[config.mk]
export PLATFORM = sky130hd
export DESIGN_NAME = decode_prefix_sequencer_flat
export DESIGN_NICKNAME = d
export VERILOG_FILES = /design/src/rtl/decode_prefix_pkg.sv /design/src/rtl/decode_prefix_if.sv /design/src/rtl/decode_prefix_sequencer_classify.sv /design/src/rtl/decode_prefix_sequencer.sv /design/src/flat_wrapper.sv
export SDC_FILE = /design/constraint.sdc
export NUM_CORES = 1
export LEC_CHECK = 0
export ABC_AREA = 0
export CELL_PAD_IN_SITES_DETAIL_PLACEMENT = 1
export CELL_PAD_IN_SITES_GLOBAL_PLACEMENT = 2
export CORE_MARGIN = 2
export CORE_UTILIZATION = 23
export CTS_CLUSTER_DIAMETER = 150
export DETAILED_ROUTE_END_ITERATION = 10
export PLACE_DENSITY = 0.85
export SYNTH_ARGS = -nofsm -noshare
export SYNTH_HDL_FRONTEND = slang
export SYNTH_SLANG_ARGS = --single-unit
[constraint.sdc]
create_clock -name clock -period 3.25 [get_ports clock]
set_input_delay 0.325 -clock clock [delete_from_list [all_inputs] [get_ports clock]]
set_output_delay 0.325 -clock clock [all_outputs]
set_load 0.01 [all_outputs]
[src/rtl/decode_prefix_pkg.sv]
// Shared types for the decode front-end prefix scanner:
// prefix byte values, group encodings and the accumulator.
package decode_prefix_pkg;

  localparam logic [7:0] PFX_LOCK  = 8'hF0;
  localparam logic [7:0] PFX_REPNE = 8'hF2;
  localparam logic [7:0] PFX_REP   = 8'hF3;
  localparam logic [7:0] PFX_ES    = 8'h26;
  localparam logic [7:0] PFX_CS    = 8'h2E;
  localparam logic [7:0] PFX_SS    = 8'h36;
  localparam logic [7:0] PFX_DS    = 8'h3E;
  localparam logic [7:0] PFX_FS    = 8'h64;
  localparam logic [7:0] PFX_GS    = 8'h65;
  localparam logic [7:0] PFX_OPSZ  = 8'h66;
  localparam logic [7:0] PFX_ADSZ  = 8'h67;

  typedef enum logic [2:0] {
    SEG_ES = 3'd0,
    SEG_CS = 3'd1,
    SEG_SS = 3'd2,
    SEG_DS = 3'd3,
    SEG_FS = 3'd4,
    SEG_GS = 3'd5
  } seg_e;

  typedef enum logic [1:0] {
    REP_NONE  = 2'd0,
    REP_REP   = 2'd1,
    REP_REPNE = 2'd2
  } rep_e;

  typedef enum logic [1:0] {
    S_IDLE,
    S_SCAN,
    S_DONE
  } state_e;

  typedef struct packed {
    logic is_prefix;
    logic lock;
    rep_e rep_kind;
    logic operand;
    logic address;
    logic segment;
    seg_e seg_index;
  } prefix_class_t;

  typedef struct packed {
    logic lock;
    logic rep_seen;
    rep_e rep;
    logic seg_seen;
    seg_e seg;
    logic operand;
    logic address;
    logic err_repeat;
  } acc_t;

  // Fold one classified byte into the running group state.
  function automatic acc_t accumulate(
    input acc_t          a,
    input prefix_class_t c,
    input bit            err_on_rep
  );
    acc_t r;
    r = a;
    if (c.lock) begin
      if (r.lock && err_on_rep) r.err_repeat = 1'b1;
      r.lock = 1'b1;
    end
    if (c.rep_kind != REP_NONE) begin
      if (r.rep_seen && err_on_rep) r.err_repeat = 1'b1;
      else r.rep = c.rep_kind;
      r.rep_seen = 1'b1;
    end
    if (c.segment) begin
      if (r.seg_seen && err_on_rep) r.err_repeat = 1'b1;
      else r.seg = c.seg_index;
      r.seg_seen = 1'b1;
    end
    if (c.operand) begin
      if (r.operand && err_on_rep) r.err_repeat = 1'b1;
      r.operand = 1'b1;
    end
    if (c.address) begin
      if (r.address && err_on_rep) r.err_repeat = 1'b1;
      r.address = 1'b1;
    end
    return r;
  endfunction

endpackage

[src/rtl/decode_prefix_if.sv]
// Handshake and result bundle between fetch queue,
// prefix scanner and opcode decode.
interface decode_prefix_if #(
  parameter int FETCH_BYTES = 16,
  parameter int MAX_PREFIX  = 4
) ();
  localparam int CW = $clog2(MAX_PREFIX + 1);

  logic                     i_flush;
  logic [8*FETCH_BYTES-1:0] i_instruction;
  logic                     i_valid;
  logic                     o_ready;
  logic                     o_valid;
  logic                     i_ready;
  logic                     o_bus_lock;
  logic [1:0]               o_repeat;
  logic                     o_operand_size;
  logic                     o_address_size;
  logic                     o_segment_override;
  logic [2:0]               o_segment_override_index;
  logic [CW-1:0]            o_consumed_instruction_bytes;
  logic                     o_error_repeat;
  logic                     o_error_too_many;

  modport slave (
    input  i_flush, i_instruction, i_valid, i_ready,
    output o_ready, o_valid, o_bus_lock, o_repeat,
    output o_operand_size, o_address_size,
    output o_segment_override, o_segment_override_index,
    output o_consumed_instruction_bytes,
    output o_error_repeat, o_error_too_many
  );

  modport master (
    output i_flush, i_instruction, i_valid, i_ready,
    input  o_ready, o_valid, o_bus_lock, o_repeat,
    input  o_operand_size, o_address_size,
    input  o_segment_override, o_segment_override_index,
    input  o_consumed_instruction_bytes,
    input  o_error_repeat, o_error_too_many
  );
endinterface

[src/rtl/decode_prefix_sequencer_classify.sv]
// Single-byte prefix classifier; one copy per scan lane.
// Non-prefix bytes produce an all-zero class.
module prefix_byte_classify
  import decode_prefix_pkg::*;
(
  input  logic [7:0]    data,
  output prefix_class_t cls
);

  // Decode the byte into its prefix group and value.
  always_comb begin
    cls = '0;
    unique case (1'b1)
      data == PFX_LOCK:  cls.lock = 1'b1;
      data == PFX_REPNE: cls.rep_kind = REP_REPNE;
      data == PFX_REP:   cls.rep_kind = REP_REP;
      data == PFX_OPSZ:  cls.operand = 1'b1;
      data == PFX_ADSZ:  cls.address = 1'b1;
      data == PFX_ES: begin
        cls.segment   = 1'b1;
        cls.seg_index = SEG_ES;
      end
      data == PFX_CS: begin
        cls.segment   = 1'b1;
        cls.seg_index = SEG_CS;
      end
      data == PFX_SS: begin
        cls.segment   = 1'b1;
        cls.seg_index = SEG_SS;
      end
      data == PFX_DS: begin
        cls.segment   = 1'b1;
        cls.seg_index = SEG_DS;
      end
      data == PFX_FS: begin
        cls.segment   = 1'b1;
        cls.seg_index = SEG_FS;
      end
      data == PFX_GS: begin
        cls.segment   = 1'b1;
        cls.seg_index = SEG_GS;
      end
      default: ;
    endcase
    cls.is_prefix = cls.lock | cls.operand
                  | cls.address | cls.segment
                  | (cls.rep_kind != REP_NONE);
  end

endmodule

[src/rtl/decode_prefix_sequencer.sv]
// Multi-cycle prefix scanner: latches a fetch window and
// walks SCAN_WIDTH bytes per cycle up to MAX_PREFIX.
module decode_prefix_sequencer
  import decode_prefix_pkg::*;
#(
  parameter int FETCH_BYTES     = 16,
  parameter int MAX_PREFIX      = 4,
  parameter int SCAN_WIDTH      = 1,
  parameter int ERROR_ON_REPEAT = 1
) (
  input logic            clock,
  input logic            reset,
  decode_prefix_if.slave bus
);

  localparam int CW = $clog2(MAX_PREFIX + 1);
  localparam int WB = 8 * (MAX_PREFIX + 1);

  state_e        state;
  logic [WB-1:0] window;
  logic [CW-1:0] ptr;
  acc_t          acc_q;
  acc_t          acc_n;
  acc_t          res_q;
  logic [CW-1:0] cnt_q;
  logic [CW-1:0] cnt_n;
  logic          tm_q;
  logic          tm_n;
  logic          stop;
  logic          valid_q;
  logic          ready_q;
  prefix_class_t cls [SCAN_WIDTH];
  logic          unused_bits;

  for (genvar g = 0; g < SCAN_WIDTH; g++) begin : g_lane
    logic [7:0] lane_byte;

    // Pick this lane's byte; lanes past the limit clip.
    always_comb begin
      int idx;
      idx = int'(ptr) + g;
      if (idx > MAX_PREFIX) idx = MAX_PREFIX;
      lane_byte = window[8*idx +: 8];
    end

    prefix_byte_classify u_cls (
      .data (lane_byte),
      .cls  (cls[g])
    );
  end

  // Walk the lanes in byte order, stopping at the first
  // non-prefix byte or at a prefix sitting on the limit.
  always_comb begin
    int idx;
    acc_n = acc_q;
    cnt_n = '0;
    tm_n  = 1'b0;
    stop  = 1'b0;
    idx   = 0;
    for (int j = 0; j < SCAN_WIDTH; j++) begin
      if (!stop) begin
        idx = int'(ptr) + j;
        if (!cls[j].is_prefix) begin
          stop  = 1'b1;
          cnt_n = CW'(idx);
        end else if (idx >= MAX_PREFIX) begin
          stop  = 1'b1;
          tm_n  = 1'b1;
          cnt_n = CW'(MAX_PREFIX);
        end else begin
          acc_n = accumulate(acc_n, cls[j],
                             ERROR_ON_REPEAT != 0);
        end
      end
    end
  end

  // Sequencer FSM with registered result fields.
  always_ff @(posedge clock) begin
    if (reset || bus.i_flush) begin
      state   <= S_IDLE;
      window  <= '0;
      ptr     <= '0;
      acc_q   <= '0;
      res_q   <= '0;
      cnt_q   <= '0;
      tm_q    <= 1'b0;
      valid_q <= 1'b0;
      ready_q <= 1'b1;
    end else begin
      unique case (state)
        S_IDLE: begin
          if (bus.i_valid) begin
            window  <= bus.i_instruction[WB-1:0];
            acc_q   <= '0;
            ptr     <= '0;
            ready_q <= 1'b0;
            state   <= S_SCAN;
          end
        end
        S_SCAN: begin
          acc_q <= acc_n;
          if (stop) begin
            res_q   <= acc_n;
            cnt_q   <= cnt_n;
            tm_q    <= tm_n;
            valid_q <= 1'b1;
            state   <= S_DONE;
          end else begin
            ptr <= ptr + CW'(SCAN_WIDTH);
          end
        end
        S_DONE: begin
          if (bus.i_ready) begin
            res_q   <= '0;
            cnt_q   <= '0;
            tm_q    <= 1'b0;
            valid_q <= 1'b0;
            ready_q <= 1'b1;
            state   <= S_IDLE;
          end
        end
        default: state <= S_IDLE;
      endcase
    end
  end

  assign bus.o_ready  = ready_q;
  assign bus.o_valid  = valid_q;
  assign bus.o_bus_lock = res_q.lock;
  assign bus.o_repeat = res_q.rep;
  assign bus.o_operand_size = res_q.operand;
  assign bus.o_address_size = res_q.address;
  assign bus.o_segment_override = res_q.seg_seen;
  assign bus.o_segment_override_index = res_q.seg;
  assign bus.o_consumed_instruction_bytes = cnt_q;
  assign bus.o_error_repeat = res_q.err_repeat;
  assign bus.o_error_too_many = tm_q;

  assign unused_bits =
    ^{bus.i_instruction[8*FETCH_BYTES-1:WB],
      res_q.rep_seen};

endmodule
[src/flat_wrapper.sv]
// flat-port wrapper written by rule: the top's interface ports become plain ports
module decode_prefix_sequencer_flat import decode_prefix_pkg::*;
#(
  parameter int FETCH_BYTES     = 16,
  parameter int MAX_PREFIX      = 4,
  parameter int SCAN_WIDTH      = 1,
  parameter int ERROR_ON_REPEAT = 1
)
  (clock, reset, bus_i_flush, bus_i_instruction, bus_i_valid, bus_i_ready, bus_o_ready, bus_o_valid, bus_o_bus_lock, bus_o_repeat, bus_o_operand_size, bus_o_address_size, bus_o_segment_override, bus_o_segment_override_index, bus_o_consumed_instruction_bytes, bus_o_error_repeat, bus_o_error_too_many);
  decode_prefix_if #(.FETCH_BYTES(FETCH_BYTES), .MAX_PREFIX(MAX_PREFIX)) bus_i ();
  input logic clock;
  input logic reset;
  input wire logic [$bits(bus_i.i_flush)-1:0] bus_i_flush;
  input wire logic [$bits(bus_i.i_instruction)-1:0] bus_i_instruction;
  input wire logic [$bits(bus_i.i_valid)-1:0] bus_i_valid;
  input wire logic [$bits(bus_i.i_ready)-1:0] bus_i_ready;
  output wire logic [$bits(bus_i.o_ready)-1:0] bus_o_ready;
  output wire logic [$bits(bus_i.o_valid)-1:0] bus_o_valid;
  output wire logic [$bits(bus_i.o_bus_lock)-1:0] bus_o_bus_lock;
  output wire logic [$bits(bus_i.o_repeat)-1:0] bus_o_repeat;
  output wire logic [$bits(bus_i.o_operand_size)-1:0] bus_o_operand_size;
  output wire logic [$bits(bus_i.o_address_size)-1:0] bus_o_address_size;
  output wire logic [$bits(bus_i.o_segment_override)-1:0] bus_o_segment_override;
  output wire logic [$bits(bus_i.o_segment_override_index)-1:0] bus_o_segment_override_index;
  output wire logic [$bits(bus_i.o_consumed_instruction_bytes)-1:0] bus_o_consumed_instruction_bytes;
  output wire logic [$bits(bus_i.o_error_repeat)-1:0] bus_o_error_repeat;
  output wire logic [$bits(bus_i.o_error_too_many)-1:0] bus_o_error_too_many;
  assign bus_i.i_flush = bus_i_flush;
  assign bus_i.i_instruction = bus_i_instruction;
  assign bus_i.i_valid = bus_i_valid;
  assign bus_i.i_ready = bus_i_ready;
  assign bus_o_ready = bus_i.o_ready;
  assign bus_o_valid = bus_i.o_valid;
  assign bus_o_bus_lock = bus_i.o_bus_lock;
  assign bus_o_repeat = bus_i.o_repeat;
  assign bus_o_operand_size = bus_i.o_operand_size;
  assign bus_o_address_size = bus_i.o_address_size;
  assign bus_o_segment_override = bus_i.o_segment_override;
  assign bus_o_segment_override_index = bus_i.o_segment_override_index;
  assign bus_o_consumed_instruction_bytes = bus_i.o_consumed_instruction_bytes;
  assign bus_o_error_repeat = bus_i.o_error_repeat;
  assign bus_o_error_too_many = bus_i.o_error_too_many;
  decode_prefix_sequencer #(.FETCH_BYTES(FETCH_BYTES), .MAX_PREFIX(MAX_PREFIX), .SCAN_WIDTH(SCAN_WIDTH), .ERROR_ON_REPEAT(ERROR_ON_REPEAT)) u_core (.clock(clock), .reset(reset), .bus(bus_i));
endmodule
Run 1, sequential cells colored by netlist name:
(2 px per um)
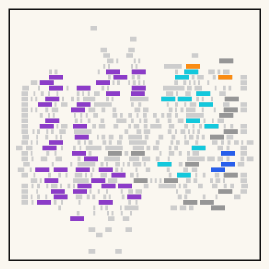
legend:
  blue:
    netlist_name: `u_core.bus.o_consumed_instruction_bytes`
    placed_flops: 3
  cyan:
    netlist_name: `u_core.acc_q`
    placed_flops: 11
  purple:
    netlist_name: `u_core.window`
    placed_flops: 40
  orange:
    netlist_name: `u_core.bus.o_repeat`
    placed_flops: 2

Run 1, congestion heat map:
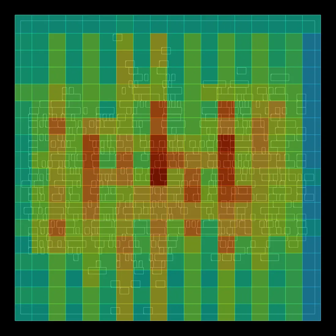
average detailed-routed wire length per instance: 14.6 um
fraction of met2 tracks used by global routing: 20.6%

==> notes.md, run 1 <==
The full implementation flow was run.

The instance count after placement with tap cells included stands at 625. The biggest slice of the total power is consumed by the clock network. The via count of the first global-routing pass came to 3055.

Per the cell usage report, the commonest logic cells after layout are nand2_1 (101), dfxtp_1 (72), clkdlybuf4s50_1 (60), a21oi_1 (51), mux2i_1 (20). The die height stands at 125 um. The root buffer cell chosen for the clock tree is clkbuf_16. Nets still carrying antenna violations after routing amount to 0. The number of antenna violations at the first check in global routing is 0. Among the non-sequential cells, simple AND/OR/NAND/NOR gates take the most area. In this design, the stage delay of the slowest critical-path cell is 0.54 ns. According to the floorplan report, the placeable core area is 14400 um2.

At the worst endpoint, the required time is 3.46 ns. The launch point of the worst min-delay path is recorded as u_core.window[7]. Warnings raised by the tools during the run amount to 115. The final critical-path setup slack stands at 0.422 ns.

For the pin with the worst max-slew slack, the measured transition is 0.873 ns. The finished cells cover 4430 um2. The total wirelength of the detailed-routed design stands at 9.36 mm.

The flow reports that the clock network draws 48.2% of the design power. The max-slew violation count stands at 0. In the hold report, the worst path ends at u_core.window[7].

The worst-case max-slew headroom was logged as 41.8%. The worst setup path is captured at a flop. In this run, post-CTS hold repair placed 0 buffers. The sequential group share of total power stands at 43.6%. The count of boundary I/O pins stands at 149.

At the later pin of the worst-skew pair, clock insertion delay measures 0.33 ns. The highest clock rate this design can be run at is 354 MHz. Across all register-to-register paths, the minimum setup slack is 0.42 ns. According to the finish report, the design has a final net count of 587. The share of synthesized cell area in full adder, half adder and majority cells stands at 0.746%. The registers of the reported paths see a clock transition of 0.06 ns. The critical path's slowest stage uses the library cell a41oi_2. Combinational cells consume a total of 0.171 mW. The post-synth count of flops with an enable pin is 0.

The end-of-flow timing check tallies setup violations at 0. In the synthesized netlist, the cells that appear most often are nand2_1 (101), dfxtp_1 (72), a21oi_1 (51), mux2i_1 (20), nand3_1 (19). The synthesis warning total stands at 0. The cell type that accounts for the most area after synthesis is dfxtp_1. The post-synth design cell area stands at 3350 um2.

The most used flip-flop cell after synthesis is dfxtp_1. Per the OpenROAD floorplan log, the width of the die is 125 um. Counting only logic cells after layout, the most numerous master is nand2_1. The maximum level of the CTS H-tree stands at 3. Counting along the longest clock path gives a buffer depth of 2.

The synthesized area per cell stands at 8.40 um2. The number of cells produced by synthesis stands at 399. Sequential elements use 43.0% of the synthesized area. Counting flops with an async set or reset pin after synthesis yields a share of 0%. The sequential power stands at 0.912 mW. STA classifies the critical path startpoint as a flop. The run finished with clean final reports. The first TritonRoute pass finished after 4 iterations. The share of the synthesized area in the top cell type stands at 43.0%. The main area contributors are dfxtp_1 (43%), nand2_1 (11%), a21oi_1 (7.6%). When the netlist entered floorplanning its net count stood at 534.

Yosys instantiated no cell more often than nand2_1. Cell internal power was estimated by the tool at 1.62 mW. The area share of and-or/or-and cells after synthesis stands at 19.6%. The flow reports power dissipated in the clock network as 1.01 mW.

The min-delay analysis places its worst path in the category flop to flop. The synth_stat.txt file lists the number of cells as 399. The count of buffers added on input and output ports is 60. The number of cells upsized or downsized after cts stands at 0. Of the post-synthesis cell area, the part taken by muxes is 8.32%. Per the OpenROAD power report, leakage power amounts to 1.48 nW.

The synthesized netlist contains 57 unique library cells. The via count normalized by instance count stands at 4.67. Counting endpoints that fail hold in the final report gives 0. The placement stage leaves a total instance area of 4120 um2. Looking at the reg2reg group, the worst path ends at u_core.bus.o_operand_size. The growth of design area from synthesis to finish stands at 32.2%. The largest clock skew in the final design stands at 0.00640 ns. The final total negative setup slack stands at 0 ns. In this run the worst path has a maximum fanout of 10. The filler cell count stands at 1693. After global routing the overflow that remains totals 0. The synthesized chip area reported by yosys stands at 3350 um2.

The net switching fraction of the power stands at 22.4%. The script extracted a net switching power of 0.469 mW. The critical path goes through inv_1, ha_1, o21ai_4, and2_1, a221oi_2, nand4_1, a41oi_2, nor2_4, mux2i_1.

The final weighted congestion of routability-driven global placement stands at 0.885. After the first detailed-routing iteration, the DRC count stood at 122. The worst hold path passes through 2 cells.

For this design, the sink count on the clock tree is 72. The fraction of layout cells with a size suffix above 1 stands at 9.19%. The largest net degree at the start of global routing stands at 40.

Across the run, the number of max-cap violations was 0. The chip footprint stands at 15600 um2.
Run 1, ports around the boundary:
(4 px per um) Pins as bars across the die edge, other pins in gray.
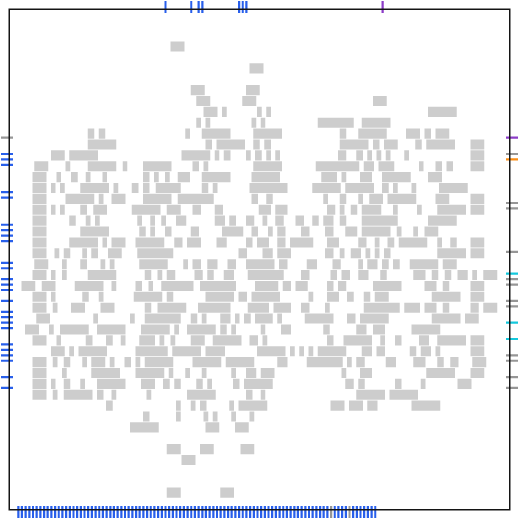
legend:
  cyan:
    port: `bus_o_segment_override_index`
    pins: 3
    direction: output
    edge: east
  orange:
    port: `bus_o_address_size`
    pins: 1
    direction: output
    edge: east
  purple:
    port: `bus_o_repeat`
    pins: 2
    direction: output
    edge: 1 north, 1 east
  blue:
    port: `bus_i_instruction`
    pins: 128
    direction: input
    edge: 96 south, 25 west, 7 north

-- run 1: cell type report --
class | count | area [um2] | area share, %
clock buffer | 12 | 256 | 5.79
timing repair buffer | 69 | 681 | 15.4
multi-input combinational | 297 | 1760 | 39.7
sequential | 72 | 1440 | 32.5
clock inverter | 4 | 52.6 | 1.19
tap | 184 | 230 | 5.19
inverter | 3 | 11.3 | 0.254
-- run 1: worst max-delay path: cells and delay by family (launching register included) --
| kind | cells | cell delay, ns |
|---|---|---|
| compound gates | 3 | 1.09 |
| simple gates | 3 | 0.77 |
| flops | 1 | 0.31 |
| mux | 1 | 0.16 |
| fa+ha+maj | 1 | 0.23 |
| buf+inv | 1 | 0.15 |
-- run 1: worst max path at each step --
stage / cells past startpoint / endpoint
2_1_floorplan: 12 / u_core.acc_q[8]
3_3_place_gp: 9 / u_core.bus.o_segment_override_index[1]
3_5_place_dp: 9 / u_core.bus.o_operand_size
4_1_cts: 9 / u_core.bus.o_operand_size
5_1_grt: 8 / u_core.ptr[0]
6_report: 9 / u_core.bus.o_operand_size
-- run 1: sequential cells by signal, indices dropped and copies added (netlist names) --
register,flops
u_core.bus.o_segment_override_index,3
u_core.bus.o_segment_override,1
u_core.ptr,3
u_core.bus.o_operand_size,1
u_core.window,40
u_core.bus.o_error_too_many,1
u_core.bus.o_repeat,2
u_core.bus.o_consumed_instruction_bytes,3
u_core.bus.o_ready,1
u_core.bus.o_address_size,1
u_core.state,2
u_core.bus.o_error_repeat,1
u_core.bus.o_valid,1
u_core.bus.o_bus_lock,1
u_core.acc_q,11
-- run 1: routing by layer --
layer  vias to the layer above  global-route usage, %  share of wire, %
met5                         -                      0                 0
met4                         0                   3.77               1.3
met2                        59                   20.6                48
met3                        12                   2.62               4.2
li1                       1514                      -                 -
met1                      1411                   15.5                46
==> run 1 -> run 2 <==
--- a/config.mk
+++ b/config.mk
@@ -6,6 +6,7 @@
 export NUM_CORES = 1
 export LEC_CHECK = 0
 export ABC_AREA = 0
+export ABC_CLOCK_PERIOD_IN_PS = 3250
 export CELL_PAD_IN_SITES_DETAIL_PLACEMENT = 1
 export CELL_PAD_IN_SITES_GLOBAL_PLACEMENT = 2
 export CORE_MARGIN = 2
Run 2, selected gate families:
(2 px per um)
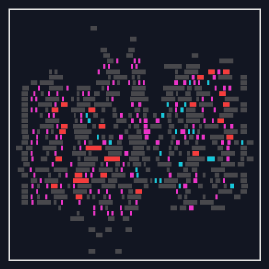
legend:
  magenta:
    family: nand cells
    cells: 136
  cyan:
    family: nor cells
    cells: 23
  red:
    family: mux cells
    cells: 24

Run 2, congestion heat map:
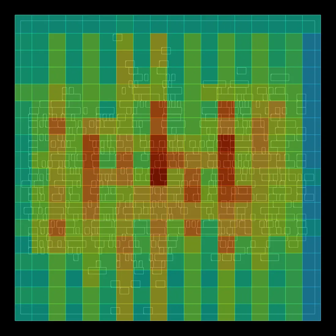
met1 Usage GRT: 15.5%
total track usage: 12.2%

==> run 2 against run 1 <==
Compared with the run above:
- global-route usage unchanged
- critical path depth unchanged
- non-clock buffer count stayed put
- clock power hardly changed
- register-to-register slack is essentially flat
- die size unchanged
- clock skew unchanged
- critical path type unchanged
==> notes.md, run 2 <==
The full implementation flow was run.

On the critical path the largest part of the delay comes from AND-OR/OR-AND gates. The cell sitting at the root of the clock tree is a clkbuf_16. The delay of the slowest cell on the worst path stands at 0.54 ns. The register with the most flip-flops in the final layout is u_core.window. For reference, the final report shows the hold violation count at 0. The register with the most flip-flops in the layout has 40 of them.

The chip footprint stands at 15600 um2. Among all stages on the critical path, the largest delay is contributed by a41oi_2. TritonCTS reports the number of clock sinks as 72.

The synthesized area per cell stands at 8.40 um2. Summed over all cells, the static leakage comes to 1.48 nW. The DRC violation total after the first TritonRoute iteration stands at 122. For the worst setup path, the data required time is 3.46 ns.

The growth of design area from synthesis to finish stands at 32.2%. The final timing report gives a worst setup slack of 0.422 ns. The flow ran to the end, and the final reports show no timing, DRC or antenna violations. The post-synth design cell area stands at 3350 um2. Across all register-to-register paths, the minimum setup slack is 0.42 ns.

The filler cell count stands at 1693. The quantity of hold-fixing buffers added after cts stands at 0. The number of antenna violations at the first check in global routing stands at 0.

Per the cell usage report, the commonest logic cell in the layout is nand2_1. The number of buffers between clock root and the deepest sink stands at 2. The commonest register cell is dfxtp_1. The final-report setup violation count stands at 0. The count of max-cap constraint violations stands at 0.

In this run the critical register-to-register path is captured at u_core.bus.o_operand_size. The hold-critical path depth stands at 2. STA shows the worst min-delay path finishing at u_core.window[7].

Per the GRT congestion report, total overflow comes to 0. The tool warning count for the run is 115. The largest fanout on the critical path stands at 10. The commonest cells after synthesis are nand2_1 (101), dfxtp_1 (72), a21oi_1 (51), mux2i_1 (20), nand3_1 (19). Per the hold report, the tightest min-delay path originates at u_core.window[7]. STA classifies the critical path startpoint as a flop. The instance count after placement with tap cells included stands at 625. Of the post-synthesis cell area, the dominant cell type holds 43.0%. The max-slew violation count stands at 0. The mean routed wirelength per cell stands at 14.6 um.

The area recorded from the Yosys report for this design is 3350 um2. The via count of the first global-routing pass was 3055. The largest registers in the layout are u_core.window: 40 flops, u_core.acc_q: 11 flops. The final weighted congestion of routability-driven global placement stands at 0.885. The number of distinct library cells after synthesis stands at 57. The first detailed-routing pass took 4 iterations.

In the layout the commonest cells are nand2_1 (101), dfxtp_1 (72), clkdlybuf4s50_1 (60), a21oi_1 (51), mux2i_1 (20). The placeable core region stands at 14400 um2. The transition time recorded at the tightest slew-check pin is 0.873 ns. Counting flops with an async set or reset pin after synthesis yields a share of 0%. Nets still carrying antenna violations after routing amount to 0.

Counting both buffers and inverters, the worst setup path holds a total of 1. The type recorded for the worst min-delay path is flop to flop. In the post-synthesis netlist, the biggest area contributors are dfxtp_1 (43%), nand2_1 (11%), a21oi_1 (7.6%). The clock transition time at the flip-flop clock pins of the worst setup and hold paths stands at 0.06 ns. The number of enable-type register cells in the synthesized netlist stands at 0. Summed over all failing endpoints, the final setup total negative slack is 0 ns. The synthesis stats list as the most numerous cell nand2_1. The largest net degree at the start of global routing stands at 40.

The fraction of layout cells with a size suffix above 1 stands at 9.19%. The signal on the critical path passes through inv_1, ha_1, o21ai_4, and2_1, a221oi_2, nand4_1, a41oi_2, nor2_4, mux2i_1.
run 2: worst max-delay path by stage:
stage                        startpoint                                     end  slack [ns]  depth (start not counted)
after floorplan           u_core.ptr[1]                         u_core.acc_q[8]        0.55                         12
after global placement    u_core.ptr[0]  u_core.bus.o_segment_override_index[1]        0.56                          9
after detailed placement  u_core.ptr[0]               u_core.bus.o_operand_size        0.45                          9
after CTS                 u_core.ptr[0]               u_core.bus.o_operand_size        0.42                          9
after global routing      u_core.ptr[1]                           u_core.ptr[0]        0.21                          8
final                     u_core.ptr[0]               u_core.bus.o_operand_size        0.42                          9
run 2: where the power goes:
part / leakage (nW) / total, mW / internal, mW / switching [mW]
registers: 0.583 / 0.912 / 0.901 / 0.0114
clock network: 0.153 / 1.01 / 0.637 / 0.370
logic: 0.740 / 0.171 / 0.0828 / 0.0881
run 2: logic make-up after synthesis:
group	after synthesis	synth area share, %
fa+ha+maj	2	0.746
buf+inv	30	4.55
simple gates	175	23.8
mux	24	8.32
flops	72	43.0
compound gates	96	19.6
run 2: worst register-to-register path, delay by kind of cell, from the launching register on:
family / cells / cell delay [ns]
muxes: 1 / 0.16
AOI/OAI and AO/OA: 3 / 1.09
and+or+nand+nor: 3 / 0.77
adders and majority gates: 1 / 0.23
buffers and inverters: 1 / 0.15
DFF: 1 / 0.31
run 2: cell type report:
type	instances	area, um2	area share, %
Sequential cell	72	1440	32.5
Multi-Input combinational cell	297	1760	39.7
Timing Repair Buffer	69	681	15.4
Inverter	3	11.3	0.254
Clock buffer	12	256	5.79
Clock inverter	4	52.6	1.19
Tap cell	184	230	5.19
run 2: metal layers:
layer	GRT usage, %	part of all wire (%)
met5	0	0
met4	3.77	1.3
met3	2.62	4.2
met2	20.6	48
met1	15.5	46
Power is estimated from default activity; no workload was simulated.
